[src/rtl/mips_pipe_ctrl_if.sv]
// Datapath-facing signal bundle of the MIPS fetch/hazard controller.
// The controller connects through the master modport, the datapath through the slave modport.
interface mips_pipe_ctrl_if #(
    parameter int AW = 32
) ();
    logic [31:0]   instr_in;
    logic          id_regwrite;
    logic          id_memread;
    logic          id_uses_rs;
    logic          id_uses_rt;
    logic [4:0]    id_wreg;
    logic          ex_branch_taken;
    logic [AW-1:0] ex_target;

    logic [AW-1:0] pc;
    logic [31:0]   ifid_instr;
    logic [AW-1:0] ifid_pc4;
    logic          ifid_valid;
    logic          idex_valid;
    logic          stall;
    logic          flush;
    logic [1:0]    fwd_a;
    logic [1:0]    fwd_b;

    modport master (
        input  instr_in, id_regwrite, id_memread, id_uses_rs, id_uses_rt, id_wreg,
               ex_branch_taken, ex_target,
        output pc, ifid_instr, ifid_pc4, ifid_valid, idex_valid, stall, flush, fwd_a, fwd_b
    );

    modport slave (
        output instr_in, id_regwrite, id_memread, id_uses_rs, id_uses_rt, id_wreg,
               ex_branch_taken, ex_target,
        input  pc, ifid_instr, ifid_pc4, ifid_valid, idex_valid, stall, flush, fwd_a, fwd_b
    );
endinterface

[src/rtl/mips_pipe_ctrl.sv]
// Fetch and hazard controller for the 5-stage MIPS pipeline: owns PC and IF/ID, tracks
// hazard fields of later stages, and produces stall, flush and operand forwarding selects.
module mips_pipe_ctrl #(
    parameter int            AW       = 32,
    parameter logic [AW-1:0] RESET_PC = '0,
    parameter bit            FWD_EN   = 1'b1
) (
    input  logic             clk,
    input  logic             rst_n,
    mips_pipe_ctrl_if.master bus
);

    logic [AW-1:0] pc_q;
    logic [AW-1:0] pc_plus4;
    logic [AW-1:0] ifid_pc4_q;
    logic [31:0]   ifid_instr_q;
    logic          ifid_valid_q;
    logic [4:0]    ifid_rs;
    logic [4:0]    ifid_rt;

    logic [4:0]    idex_rs;
    logic [4:0]    idex_rt;
    logic [4:0]    idex_wreg;
    logic          idex_regwrite;
    logic          idex_memread;
    logic          idex_valid_q;
    logic [4:0]    exmem_wreg;
    logic          exmem_regwrite;
    logic [4:0]    memwb_wreg;
    logic          memwb_regwrite;

    logic          taken;
    logic          load_use;
    logic          raw_hazard;
    logic          hazard;
    logic          stall;

    // A source only conflicts with a real (non-$0) destination.
    function automatic logic id_hit(input logic uses_rs, input logic [4:0] rs,
                                    input logic uses_rt, input logic [4:0] rt,
                                    input logic [4:0] wreg);
        return (wreg != 5'd0) && ((uses_rs && (rs == wreg)) || (uses_rt && (rt == wreg)));
    endfunction

    function automatic logic [1:0] fwd_sel(input logic [4:0] src,
                                           input logic exmem_rw, input logic [4:0] exmem_w,
                                           input logic memwb_rw, input logic [4:0] memwb_w);
        logic [1:0] sel;
        sel = 2'b00;
        if (exmem_rw && (exmem_w != 5'd0) && (exmem_w == src)) begin
            sel = 2'b10;
        end else if (memwb_rw && (memwb_w != 5'd0) && (memwb_w == src)) begin
            sel = 2'b01;
        end
        return sel;
    endfunction

    assign ifid_rs  = ifid_instr_q[25:21];
    assign ifid_rt  = ifid_instr_q[20:16];
    assign pc_plus4 = pc_q + AW'(4);
    assign taken    = bus.ex_branch_taken;

    // Without forwarding every in-flight writer of a source register blocks issue,
    // including WB, so distances 1/2/3 cost 3/2/1 stall cycles.
    always_comb begin
        load_use   = idex_memread &&
                     id_hit(bus.id_uses_rs, ifid_rs, bus.id_uses_rt, ifid_rt, idex_wreg);
        raw_hazard = 1'b0;
        if (!FWD_EN) begin
            raw_hazard =
                (idex_regwrite  && id_hit(bus.id_uses_rs, ifid_rs, bus.id_uses_rt, ifid_rt, idex_wreg))  ||
                (exmem_regwrite && id_hit(bus.id_uses_rs, ifid_rs, bus.id_uses_rt, ifid_rt, exmem_wreg)) ||
                (memwb_regwrite && id_hit(bus.id_uses_rs, ifid_rs, bus.id_uses_rt, ifid_rt, memwb_wreg));
        end
        hazard = ifid_valid_q && (load_use || raw_hazard);
        stall  = hazard && !taken;
    end

    always_ff @(posedge clk or negedge rst_n) begin
        if (!rst_n) begin
            pc_q         <= RESET_PC;
            ifid_instr_q <= '0;
            ifid_pc4_q   <= '0;
            ifid_valid_q <= 1'b0;
        end else if (taken) begin
            pc_q         <= bus.ex_target;
            ifid_instr_q <= '0;
            ifid_pc4_q   <= '0;
            ifid_valid_q <= 1'b0;
        end else if (!stall) begin
            pc_q         <= pc_plus4;
            ifid_instr_q <= bus.instr_in;
            ifid_pc4_q   <= pc_plus4;
            ifid_valid_q <= 1'b1;
        end
    end

    always_ff @(posedge clk or negedge rst_n) begin
        if (!rst_n) begin
            idex_rs       <= '0;
            idex_rt       <= '0;
            idex_wreg     <= '0;
            idex_regwrite <= 1'b0;
            idex_memread  <= 1'b0;
            idex_valid_q  <= 1'b0;
        end else if (taken || stall) begin
            idex_rs       <= '0;
            idex_rt       <= '0;
            idex_wreg     <= '0;
            idex_regwrite <= 1'b0;
            idex_memread  <= 1'b0;
            idex_valid_q  <= 1'b0;
        end else begin
            idex_rs       <= ifid_rs;
            idex_rt       <= ifid_rt;
            idex_wreg     <= bus.id_wreg;
            idex_regwrite <= bus.id_regwrite && ifid_valid_q;
            idex_memread  <= bus.id_memread && ifid_valid_q;
            idex_valid_q  <= ifid_valid_q;
        end
    end

    always_ff @(posedge clk or negedge rst_n) begin
        if (!rst_n) begin
            exmem_wreg     <= '0;
            exmem_regwrite <= 1'b0;
            memwb_wreg     <= '0;
            memwb_regwrite <= 1'b0;
        end else begin
            exmem_wreg     <= idex_wreg;
            exmem_regwrite <= idex_regwrite;
            memwb_wreg     <= exmem_wreg;
            memwb_regwrite <= exmem_regwrite;
        end
    end

    assign bus.pc         = pc_q;
    assign bus.ifid_instr = ifid_instr_q;
    assign bus.ifid_pc4   = ifid_pc4_q;
    assign bus.ifid_valid = ifid_valid_q;
    assign bus.idex_valid = idex_valid_q;
    assign bus.stall      = stall;
    assign bus.flush      = taken;
    assign bus.fwd_a      = FWD_EN ? fwd_sel(idex_rs, exmem_regwrite, exmem_wreg,
                                             memwb_regwrite, memwb_wreg) : 2'b00;
    assign bus.fwd_b      = FWD_EN ? fwd_sel(idex_rt, exmem_regwrite, exmem_wreg,
                                             memwb_regwrite, memwb_wreg) : 2'b00;

endmodule

[src/flat_wrapper.sv]
// flat-port wrapper written by rule: the top's interface ports become plain ports
module mips_pipe_ctrl_flat 
#(
    parameter int            AW       = 32,
    parameter logic [AW-1:0] RESET_PC = '0,
    parameter bit            FWD_EN   = 1'b1
)
  (clk, rst_n, bus_instr_in, bus_id_regwrite, bus_id_memread, bus_id_uses_rs, bus_id_uses_rt, bus_id_wreg, bus_ex_branch_taken, bus_ex_target, bus_pc, bus_ifid_instr, bus_ifid_pc4, bus_ifid_valid, bus_idex_valid, bus_stall, bus_flush, bus_fwd_a, bus_fwd_b);
  mips_pipe_ctrl_if #(.AW(AW)) bus_i ();
  input  logic clk;
  input  logic rst_n;
  input wire logic [$bits(bus_i.instr_in)-1:0] bus_instr_in;
  input wire logic [$bits(bus_i.id_regwrite)-1:0] bus_id_regwrite;
  input wire logic [$bits(bus_i.id_memread)-1:0] bus_id_memread;
  input wire logic [$bits(bus_i.id_uses_rs)-1:0] bus_id_uses_rs;
  input wire logic [$bits(bus_i.id_uses_rt)-1:0] bus_id_uses_rt;
  input wire logic [$bits(bus_i.id_wreg)-1:0] bus_id_wreg;
  input wire logic [$bits(bus_i.ex_branch_taken)-1:0] bus_ex_branch_taken;
  input wire logic [$bits(bus_i.ex_target)-1:0] bus_ex_target;
  output wire logic [$bits(bus_i.pc)-1:0] bus_pc;
  output wire logic [$bits(bus_i.ifid_instr)-1:0] bus_ifid_instr;
  output wire logic [$bits(bus_i.ifid_pc4)-1:0] bus_ifid_pc4;
  output wire logic [$bits(bus_i.ifid_valid)-1:0] bus_ifid_valid;
  output wire logic [$bits(bus_i.idex_valid)-1:0] bus_idex_valid;
  output wire logic [$bits(bus_i.stall)-1:0] bus_stall;
  output wire logic [$bits(bus_i.flush)-1:0] bus_flush;
  output wire logic [$bits(bus_i.fwd_a)-1:0] bus_fwd_a;
  output wire logic [$bits(bus_i.fwd_b)-1:0] bus_fwd_b;
  assign bus_i.instr_in = bus_instr_in;
  assign bus_i.id_regwrite = bus_id_regwrite;
  assign bus_i.id_memread = bus_id_memread;
  assign bus_i.id_uses_rs = bus_id_uses_rs;
  assign bus_i.id_uses_rt = bus_id_uses_rt;
  assign bus_i.id_wreg = bus_id_wreg;
  assign bus_i.ex_branch_taken = bus_ex_branch_taken;
  assign bus_i.ex_target = bus_ex_target;
  assign bus_pc = bus_i.pc;
  assign bus_ifid_instr = bus_i.ifid_instr;
  assign bus_ifid_pc4 = bus_i.ifid_pc4;
  assign bus_ifid_valid = bus_i.ifid_valid;
  assign bus_idex_valid = bus_i.idex_valid;
  assign bus_stall = bus_i.stall;
  assign bus_flush = bus_i.flush;
  assign bus_fwd_a = bus_i.fwd_a;
  assign bus_fwd_b = bus_i.fwd_b;
  mips_pipe_ctrl #(.AW(AW), .RESET_PC(RESET_PC), .FWD_EN(FWD_EN)) u_core (.clk(clk), .rst_n(rst_n), .bus(bus_i));
endmodule
[config.mk]
export PLATFORM = sky130hd
export DESIGN_NAME = mips_pipe_ctrl_flat
export DESIGN_NICKNAME = d
export VERILOG_FILES = /design/src/rtl/mips_pipe_ctrl_if.sv /design/src/rtl/mips_pipe_ctrl.sv /design/src/flat_wrapper.sv
export SDC_FILE = /design/constraint.sdc
export NUM_CORES = 1
export LEC_CHECK = 0
export CORE_UTILIZATION = 42
export CTS_CLUSTER_DIAMETER = 150
export DETAILED_ROUTE_END_ITERATION = 16
export GPL_TIMING_DRIVEN = 0
export HOLD_SLACK_MARGIN = 0.1
export PLACE_DENSITY_LB_ADDON = 0.25
export SLEW_MARGIN = 40
export SYNTH_ARGS = -nofsm -noshare
export SYNTH_HDL_FRONTEND = slang
export SYNTH_SLANG_ARGS = --single-unit
[constraint.sdc]
create_clock -name clk -period 2.4 [get_ports clk]
set_input_delay 0.48 -clock clk [delete_from_list [all_inputs] [get_ports clk]]
set_output_delay 0.48 -clock clk [all_outputs]
set_load 0.02 [all_outputs]
layer_met3.png
Scale: 3 px per µm. Cells faint in the background.
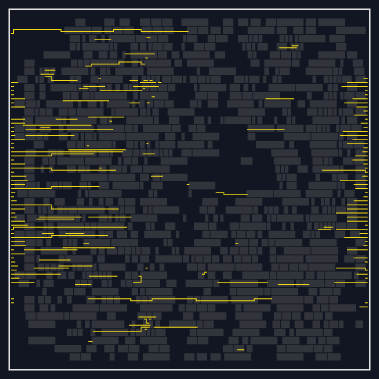
The wires run mostly horizontal. 151 nets have wire on it.

placement_by_type.png
Scale: 4 px per µm.
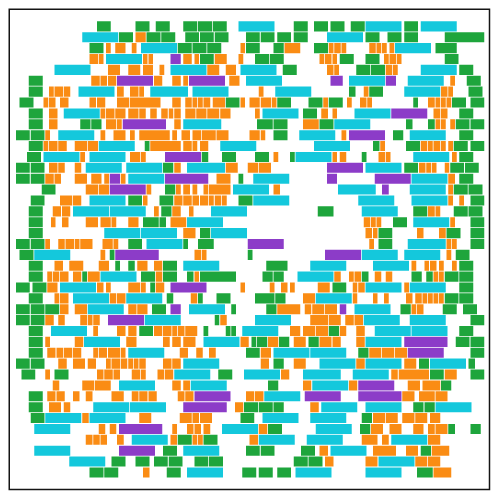
Orange stands for combinational and other logic, cells 433. Purple stands for clock drivers and dummy loads, cells 32. Cyan stands for sequential cells, cells 127. Green stands for remaining buffers and delay cells, cells 245.

clocks.png
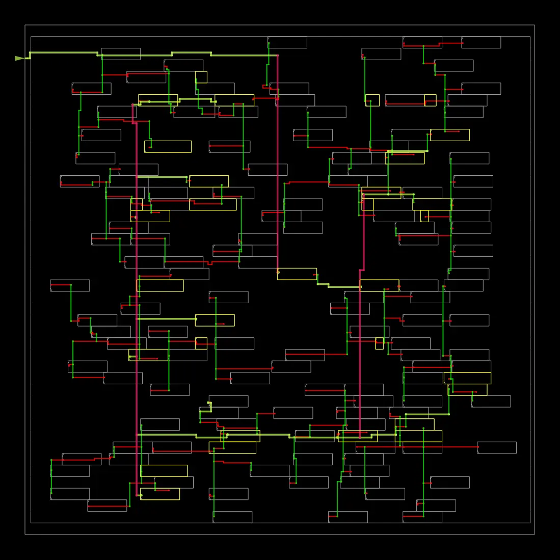
Clock Latency Late Sink: 0.42 ns
Seq cells: 127
clock buffer instance count of the final layout: 17
final worst clock skew: 0.009607 ns
clock group total power: 0.00302 W

sizes.png
Scale: 2 px per µm.
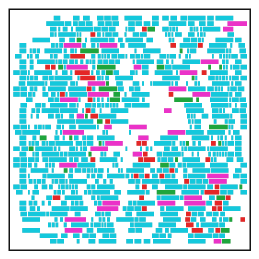
Red stands for _3 and _4 cells, cells 46. Magenta stands for _6 and larger, cells 34. Green stands for _2 cells, cells 36. Cyan stands for _0 and _1 cells, cells 721.
layout overhead on the synthesized area: 53.68%
buffers outside the clock class: 245
fin area: 8941 µm²
crit path setup slack, layout: -0.2605 ns

metal_density.png
Scale: 3 px per µm. The die is cut into 24 by 24 equal tiles; dark purple is low, yellow is high, scaled to the fullest tile. Values are wire area over tile area, all layers added.
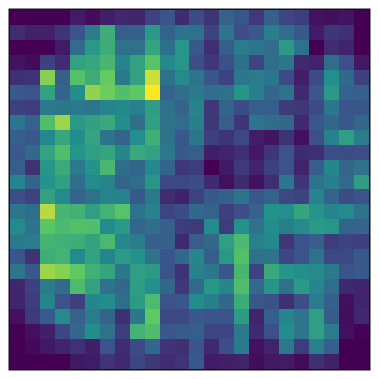
19% of the tiles are over half the peak. The fullest tile reaches 0.61. 4.0% of the tiles are nearly empty. The mean over all tiles is 0.20.

==> run notes <==
- **run status** finished, violations left
- **violated checks** setup timing
- **wire length per cell** 17.76 µm
- **critical path data arrival time** 2.18 ns
- **relative contribution of the clock network to total power** 46.3%
- **count of distinct cell types in the synthesized netlist** 37
- **combinational gate area** 2580 µm²
- **Worst Setup SP** u_core.idex_wreg[1]
- **number of standard cells after synthesis** 597
- **portion of the layout cell area used by clock cells** 7.739%
- **GRT Total Usage** 25.93%
- **Post-synth ARST share** 100.0%
- **per-cell via count in the routed design** 5.457
- **cell family with most CP delay** simple AND/OR/NAND/NOR gates
- **share of synthesized area occupied by flip-flops and latches** 54.62%
- **clock buffers created by TritonCTS** 17
- **H-Tree Depth** 4
- **standard cell with the maximum stage delay on the critical path** sky130_fd_sc_hd__dfrtp_1
- **crit path setup slack, layout** -0.2605 ns
- **Die H** 119.7 µm
- **number of setup violations in the final report** 3
- **TritonCTS clock tree** done
- **sequential share of power** 38.0%
- **hold path startpoint** u_core.idex_regwrite
- **wire length of the first global-routing pass** 28.45 mm
- **maximum buffer depth of the clock tree** 2
- **simple logic cell fraction of the synthesized area** 19.61%
- **area of the die** 14330 µm²
- **Inserted Diodes** 0
- **total routed wire length on the met1 layer** 7.570 mm
- **Max stage delay on crit path** 0.42 ns
- **slew of the pin with the lowest slew margin** 0.5375 ns
- **most repeated cell in the gate-level netlist after synthesis** sky130_fd_sc_hd__dfrtp_1
- **initial antenna violation count** 0
- **number of stages on the worst hold path** 0
- **startpoint class of the critical path** flop
- **total tool warning count** 28
[state kept, by name, summed over array words and instances (netlist names), 5 cells and up]
register               cells
u_core.idex_wreg           5
u_core.idex_rs             5
u_core.bus.ifid_pc4       32
u_core.bus.pc             32
u_core.exmem_wreg          5
u_core.idex_rt             5
u_core.bus.ifid_instr     32
u_core.memwb_wreg          5
[metrics by stage]
stage                     cells  area [µm²]  setup slack, ns  TNS [ns]
after global placement      952        7844           -4.024   -531.22
after global routing       1013        8941          -0.4009   -0.7229
after detailed placement    953        7885          -0.9362    -24.43
after CTS                  1004        8813          -0.2836   -0.5509
after floorplan             597        5832          0.01808         0
final                      1013        8941          -0.2605   -0.4095
Power is estimated from default activity; no workload was simulated.
